### config.mk
export PLATFORM = sky130hd
export DESIGN_NAME = free_play_fsm_n
export DESIGN_NICKNAME = d
export VERILOG_FILES = /design/src/rtl/free_play_fsm_n.sv
export SDC_FILE = /design/constraint.sdc
export NUM_CORES = 1
export LEC_CHECK = 0
export ABC_AREA = 1
export ABC_CLOCK_PERIOD_IN_PS = 3500
export CORE_ASPECT_RATIO = 2
export CORE_MARGIN = 1
export CORE_UTILIZATION = 50
export CTS_CLUSTER_DIAMETER = 40
export DETAILED_ROUTE_END_ITERATION = 12
export GPL_TIMING_DRIVEN = 0
export HOLD_SLACK_MARGIN = 0.12
export PLACE_DENSITY = 0.74
export SYNTH_ARGS = -nofsm -noshare
export SYNTH_HDL_FRONTEND = slang
export SYNTH_SLANG_ARGS = --single-unit
### constraint.sdc
create_clock -name clk -period 3.5 [get_ports clk]
set_input_delay 0.525 -clock clk [delete_from_list [all_inputs] [get_ports clk]]
set_output_delay 0.525 -clock clk [all_outputs]
set_load 0.02 [all_outputs]
### src/rtl/free_play_fsm_n.sv
// rtl/free_play_fsm_n.sv - parametrised free-play key-to-note FSM with filter, min hold and idle timeout
module free_play_fsm_n #(
    parameter int NUM_NOTES     = 4,
    parameter int KEY_W         = 8,
    parameter int NOTE_W        = 3,
    parameter int BASE_KEY      = 97,
    parameter int IDLE_NOTE     = 7,
    parameter int FILTER_CYCLES = 2,
    parameter int MIN_HOLD      = 4,
    parameter int IDLE_TIMEOUT  = 1000
) (
    input  logic              clk,
    input  logic              reset,
    input  logic              inicio,
    input  logic              fin,
    input  logic [KEY_W-1:0]  entrada,
    output logic [NOTE_W-1:0] notaSalida,
    output logic              contar,
    output logic              note_start,
    output logic              activo
);

    localparam int FILT_W = (FILTER_CYCLES > 1) ? $clog2(FILTER_CYCLES + 1) : 1;
    localparam int LEN_W  = (MIN_HOLD > 1) ? $clog2(MIN_HOLD + 1) : 1;
    localparam int TMO_W  = (IDLE_TIMEOUT > 1) ? $clog2(IDLE_TIMEOUT + 1) : 1;

    // Key range bounds one bit wider than the key so BASE_KEY+NUM_NOTES never wraps.
    localparam logic [KEY_W:0]    KEY_LO   = (KEY_W + 1)'(BASE_KEY);
    localparam logic [KEY_W:0]    KEY_HI   = (KEY_W + 1)'(BASE_KEY + NUM_NOTES);
    localparam logic [NOTE_W-1:0] NOTE_OFF = NOTE_W'(IDLE_NOTE);
    localparam logic [FILT_W-1:0] FILT_MAX = FILT_W'(FILTER_CYCLES);
    localparam logic [LEN_W-1:0]  LEN_MAX  = LEN_W'(MIN_HOLD);
    localparam logic [TMO_W-1:0]  TMO_MAX  = TMO_W'(IDLE_TIMEOUT);

    typedef enum logic [2:0] {
        S_IDLE   = 3'd0,
        S_LISTEN = 3'd1,
        S_ARM    = 3'd2,
        S_PLAY   = 3'd3,
        S_TAIL   = 3'd4
    } state_t;

    state_t              state_q, state_d;
    logic [NOTE_W-1:0]   cand_q, cand_d;
    logic [FILT_W-1:0]   filt_q, filt_d;
    logic [LEN_W-1:0]    len_q, len_d;
    logic [TMO_W-1:0]    tmo_q, tmo_d;
    logic                start_d;
    logic [NOTE_W-1:0]   note_q;
    logic                contar_q, start_q, activo_q;

    logic [KEY_W:0]      key_ext;
    logic                key_valid;
    logic [NOTE_W-1:0]   key_idx;
    logic                key_same;
    logic                playing_d;

    // Combinational key decode against the configured contiguous range.
    always_comb begin
        key_ext   = {1'b0, entrada};
        key_valid = (key_ext >= KEY_LO) && (key_ext < KEY_HI);
        key_idx   = NOTE_W'(key_ext - KEY_LO);
        key_same  = key_valid && (key_idx == cand_q);
    end

    // Next-state logic; fin is applied last so it overrides every other transition.
    always_comb begin
        state_d = state_q;
        cand_d  = cand_q;
        filt_d  = filt_q;
        len_d   = len_q;
        tmo_d   = tmo_q;
        start_d = 1'b0;
        case (state_q)
            S_IDLE: begin
                if (inicio) begin
                    state_d = S_LISTEN;
                    tmo_d   = '0;
                end
            end
            S_LISTEN: begin
                if (key_valid) begin
                    cand_d = key_idx;
                    filt_d = FILT_W'(1);
                    if (FILTER_CYCLES == 1) begin
                        state_d = S_PLAY;
                        len_d   = LEN_W'(1);
                        start_d = 1'b1;
                    end else begin
                        state_d = S_ARM;
                    end
                end else if (IDLE_TIMEOUT != 0) begin
                    tmo_d = tmo_q + TMO_W'(1);
                    if (tmo_d == TMO_MAX) begin
                        state_d = S_IDLE;
                    end
                end
            end
            S_ARM: begin
                if (key_same) begin
                    filt_d = filt_q + FILT_W'(1);
                    if (filt_d == FILT_MAX) begin
                        state_d = S_PLAY;
                        len_d   = LEN_W'(1);
                        start_d = 1'b1;
                    end
                end else if (key_valid) begin
                    cand_d = key_idx;
                    filt_d = FILT_W'(1);
                end else begin
                    state_d = S_LISTEN;
                    tmo_d   = '0;
                end
            end
            S_PLAY, S_TAIL: begin
                len_d = (len_q >= LEN_MAX) ? len_q : len_q + LEN_W'(1);
                if (key_same) begin
                    state_d = S_PLAY;
                end else if (len_q >= LEN_MAX) begin
                    state_d = S_LISTEN;
                    tmo_d   = '0;
                end else begin
                    state_d = S_TAIL;
                end
            end
            default: state_d = S_IDLE;
        endcase
        if (fin) begin
            state_d = S_IDLE;
            start_d = 1'b0;
        end
    end

    assign playing_d = (state_d == S_PLAY) || (state_d == S_TAIL);

    // State, counters and outputs all registered from the next state on the same edge.
    always_ff @(posedge clk or posedge reset) begin
        if (reset) begin
            state_q  <= S_IDLE;
            cand_q   <= '0;
            filt_q   <= '0;
            len_q    <= '0;
            tmo_q    <= '0;
            note_q   <= NOTE_OFF;
            contar_q <= 1'b0;
            start_q  <= 1'b0;
            activo_q <= 1'b0;
        end else begin
            state_q  <= state_d;
            cand_q   <= cand_d;
            filt_q   <= filt_d;
            len_q    <= len_d;
            tmo_q    <= tmo_d;
            note_q   <= playing_d ? (cand_d + NOTE_W'(1)) : NOTE_OFF;
            contar_q <= playing_d;
            start_q  <= start_d;
            activo_q <= (state_d != S_IDLE);
        end
    end

    assign notaSalida = note_q;
    assign contar     = contar_q;
    assign note_start = start_q;
    assign activo     = activo_q;

endmodule

==> impl_metrics.csv <==
group,metric,value,unit
placement,portBuffers,17,
floorplanning,die_x,41.9,um
synth,syn-num-nets,233,
global_route,top_usage_layer,"met2",
synth,yosys_area,1590,sq um
power_and_ir_drop,p_leak,0.938,nW
synth,synth_warnings,0,
global_route,met1_usage,19.6,%
timing,fin_tns_setup,0,ns
timing,finalSetupViolCount,0,
cts,numCtsBuffers,3,
power_and_ir_drop,ir_worst_vdd,339,uV
global_route,grt_pass1_vias,1402,
outcome,status,"complete, no violations",
timing,rsz0062_at_grt,"no",
critical_path,critPathLaunchType,"primary input",
placement,dpl.hpwl,2.51,mm
global_route,grt_use_met3,2.64,%
critical_path,crit_required,3.71,ns
power_and_ir_drop,power_density,327,nW/um^2
floorplanning,rows,28,
timing,max_freq,0.380,GHz
timing,fin_crit,2.63,ns
timing,finalHoldViolCount,0,
route,wl_per_cell,11.6,um
critical_path,worstSetupEndpointType,"flip-flop",
floorplanning,dieArea,3430,sq um
synth,ys_cells,214,
global_route,grt-ovfl-total,0,
global_route,antenna_found_initial,0,
power_and_ir_drop,power,0.000604,W
synth,postSynthSeqShare,42.7,%
synth,synth.avg_cell_area,7.44,sq um
worst_hold_path,hp-class,"flip-flop to flip-flop",
cts,htree_levels,1,
global_route,grt_pass1_wl,5.58,mm
cts,ctsResizeCount,0,
final_layout,fin_nets,255,
floorplanning,io_pins,18,
## metal layers
metal | vias to the layer above | share of wire [%]
met3 | 5 | 1.9
li1 | 709 | -
met4 | 0 | 1.6
met5 | - | 0
met2 | 14 | 60
met1 | 631 | 37
## metrics by stage
stage / util [%] / area [sq um] / cells / setup slack (ns) / hold WS [ns]
final: 62.0 / 1850 / 265 / 0.871 / 0.491
after CTS: 62.0 / 1850 / 265 / 0.870 / 0.492
after detailed placement: 60.5 / 1800 / 261 / 0.590 / 0.480
after global placement: 60.5 / 1800 / 261 / 0.588 / 0.473
after global routing: 62.0 / 1850 / 265 / 0.594 / 0.529
after floorplan: - / 1590 / 214 / 1.35 / 0.450
## power by group
part           switching (W)  total [W]  internal (W)
sequential         0.0000117   0.000338      0.000327
combinational      0.0000513  0.0000915     0.0000402
clock              0.0000948   0.000175     0.0000798
## worst max-delay path, cell delays in order
cell,delay [ns]
clkdlybuf4s50_1,0.50
inv_1,0.08
ha_1,0.32
xnor2_1,0.14
nor2_1,0.22
nand4_2,0.21
nand2_1,0.15
nand2_1,0.06
a21oi_1,0.11
inv_1,0.08
ha_1,0.21
xnor2_1,0.16
nand2_1,0.07
## worst paths after layout
path / from / to / slack (ns) / depth (start not counted)
min reg2reg: filt_q[0] / filt_q[0] / 0.49 / 1
max in group asynchronous: reset / filt_q[0] / 2.11 / 2
min in group asynchronous: reset / tmo_q[1] / 0.78 / 2
max: entrada[0] / notaSalida[2] / 0.87 / 13
max reg2reg: cand_q[1] / notaSalida[2] / 1.63 / 10
min: filt_q[0] / filt_q[0] / 0.49 / 1
## cells by family (layout without fill, tap and decap cells)
group | Yosys count | in the layout | share of synthesized area [%]
and+or+nand+nor | 110 | 110 | 31.7
buffers and inverters | 42 | 63 | 9.90
DFF | 27 | 27 | 42.7
AOI/OAI and AO/OA | 24 | 24 | 7.93
adders and majority gates | 7 | 7 | 5.50
xor gates and xnor gates | 3 | 3 | 1.65
muxes | 1 | 1 | 0.628
## state kept, by name, summed over array words and instances, names as in the netlist
signal      count
tmo_q          10
cand_q          3
len_q           3
notaSalida      3
state_q         3
filt_q          2
activo          1
contar          1
note_start      1
## synth_stat cells
cell type / number / area [sq um]
nor3_4: 2 / 32.5
nand4_2: 1 / 12.5
ha_1: 7 / 87.6
o21ai_1: 2 / 10.0
nor3_1: 2 / 10.0
nor2_1: 18 / 67.6
a21oi_1: 7 / 35.0
inv_2: 1 / 3.75
dfrtp_1: 24 / 601
o22ai_1: 3 / 18.8
nand3b_1: 2 / 15.0
o21ai_0: 11 / 55.1
mux2i_1: 1 / 10.0
xnor2_1: 3 / 26.3
nor2_2: 2 / 12.5
nand3_1: 15 / 75.1
inv_1: 41 / 154
o21bai_1: 1 / 7.51
nand2_1: 60 / 225
nor2_4: 1 / 11.3
nand2_2: 4 / 25.0
nand4_1: 3 / 18.8
dfstp_2: 3 / 78.8
## area by class of cell
cell class                 instances  area [sq um]  share of cell area, %
clock buffer                       3          41.3                   2.24
clock inverter                     1          5.00                  0.271
inverter                          42           158                   8.54
multi-input combinational        145           756                   40.9
sequential                        27           679                   36.8
tap                               30          37.5                   2.03
timing repair buffer              17           170                   9.21
### Clock nets

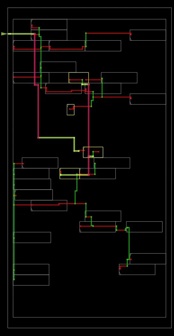
CLK BUF: 3
Latency at later pin: 0.27 ns

### Selected gate families

The bar under the picture is 10 um long.
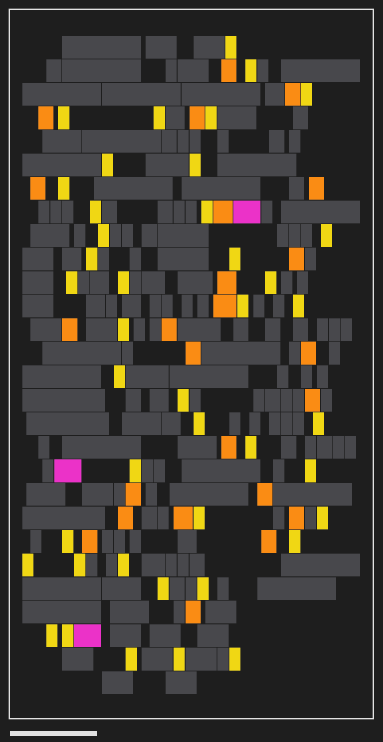
XOR/XNOR gates: shown in magenta, cells 3, most used xnor2_1. inverting AOI/OAI gates: shown in orange, cells 24, most used o21ai_0. inverters: shown in yellow, cells 42, most used inv_1, where all over the die.
final std cells w/o fill: 265
Commonest Layout Cell: nand2_1
logic share of the area: 40.9%

Power and IR drop assume default switching activity.
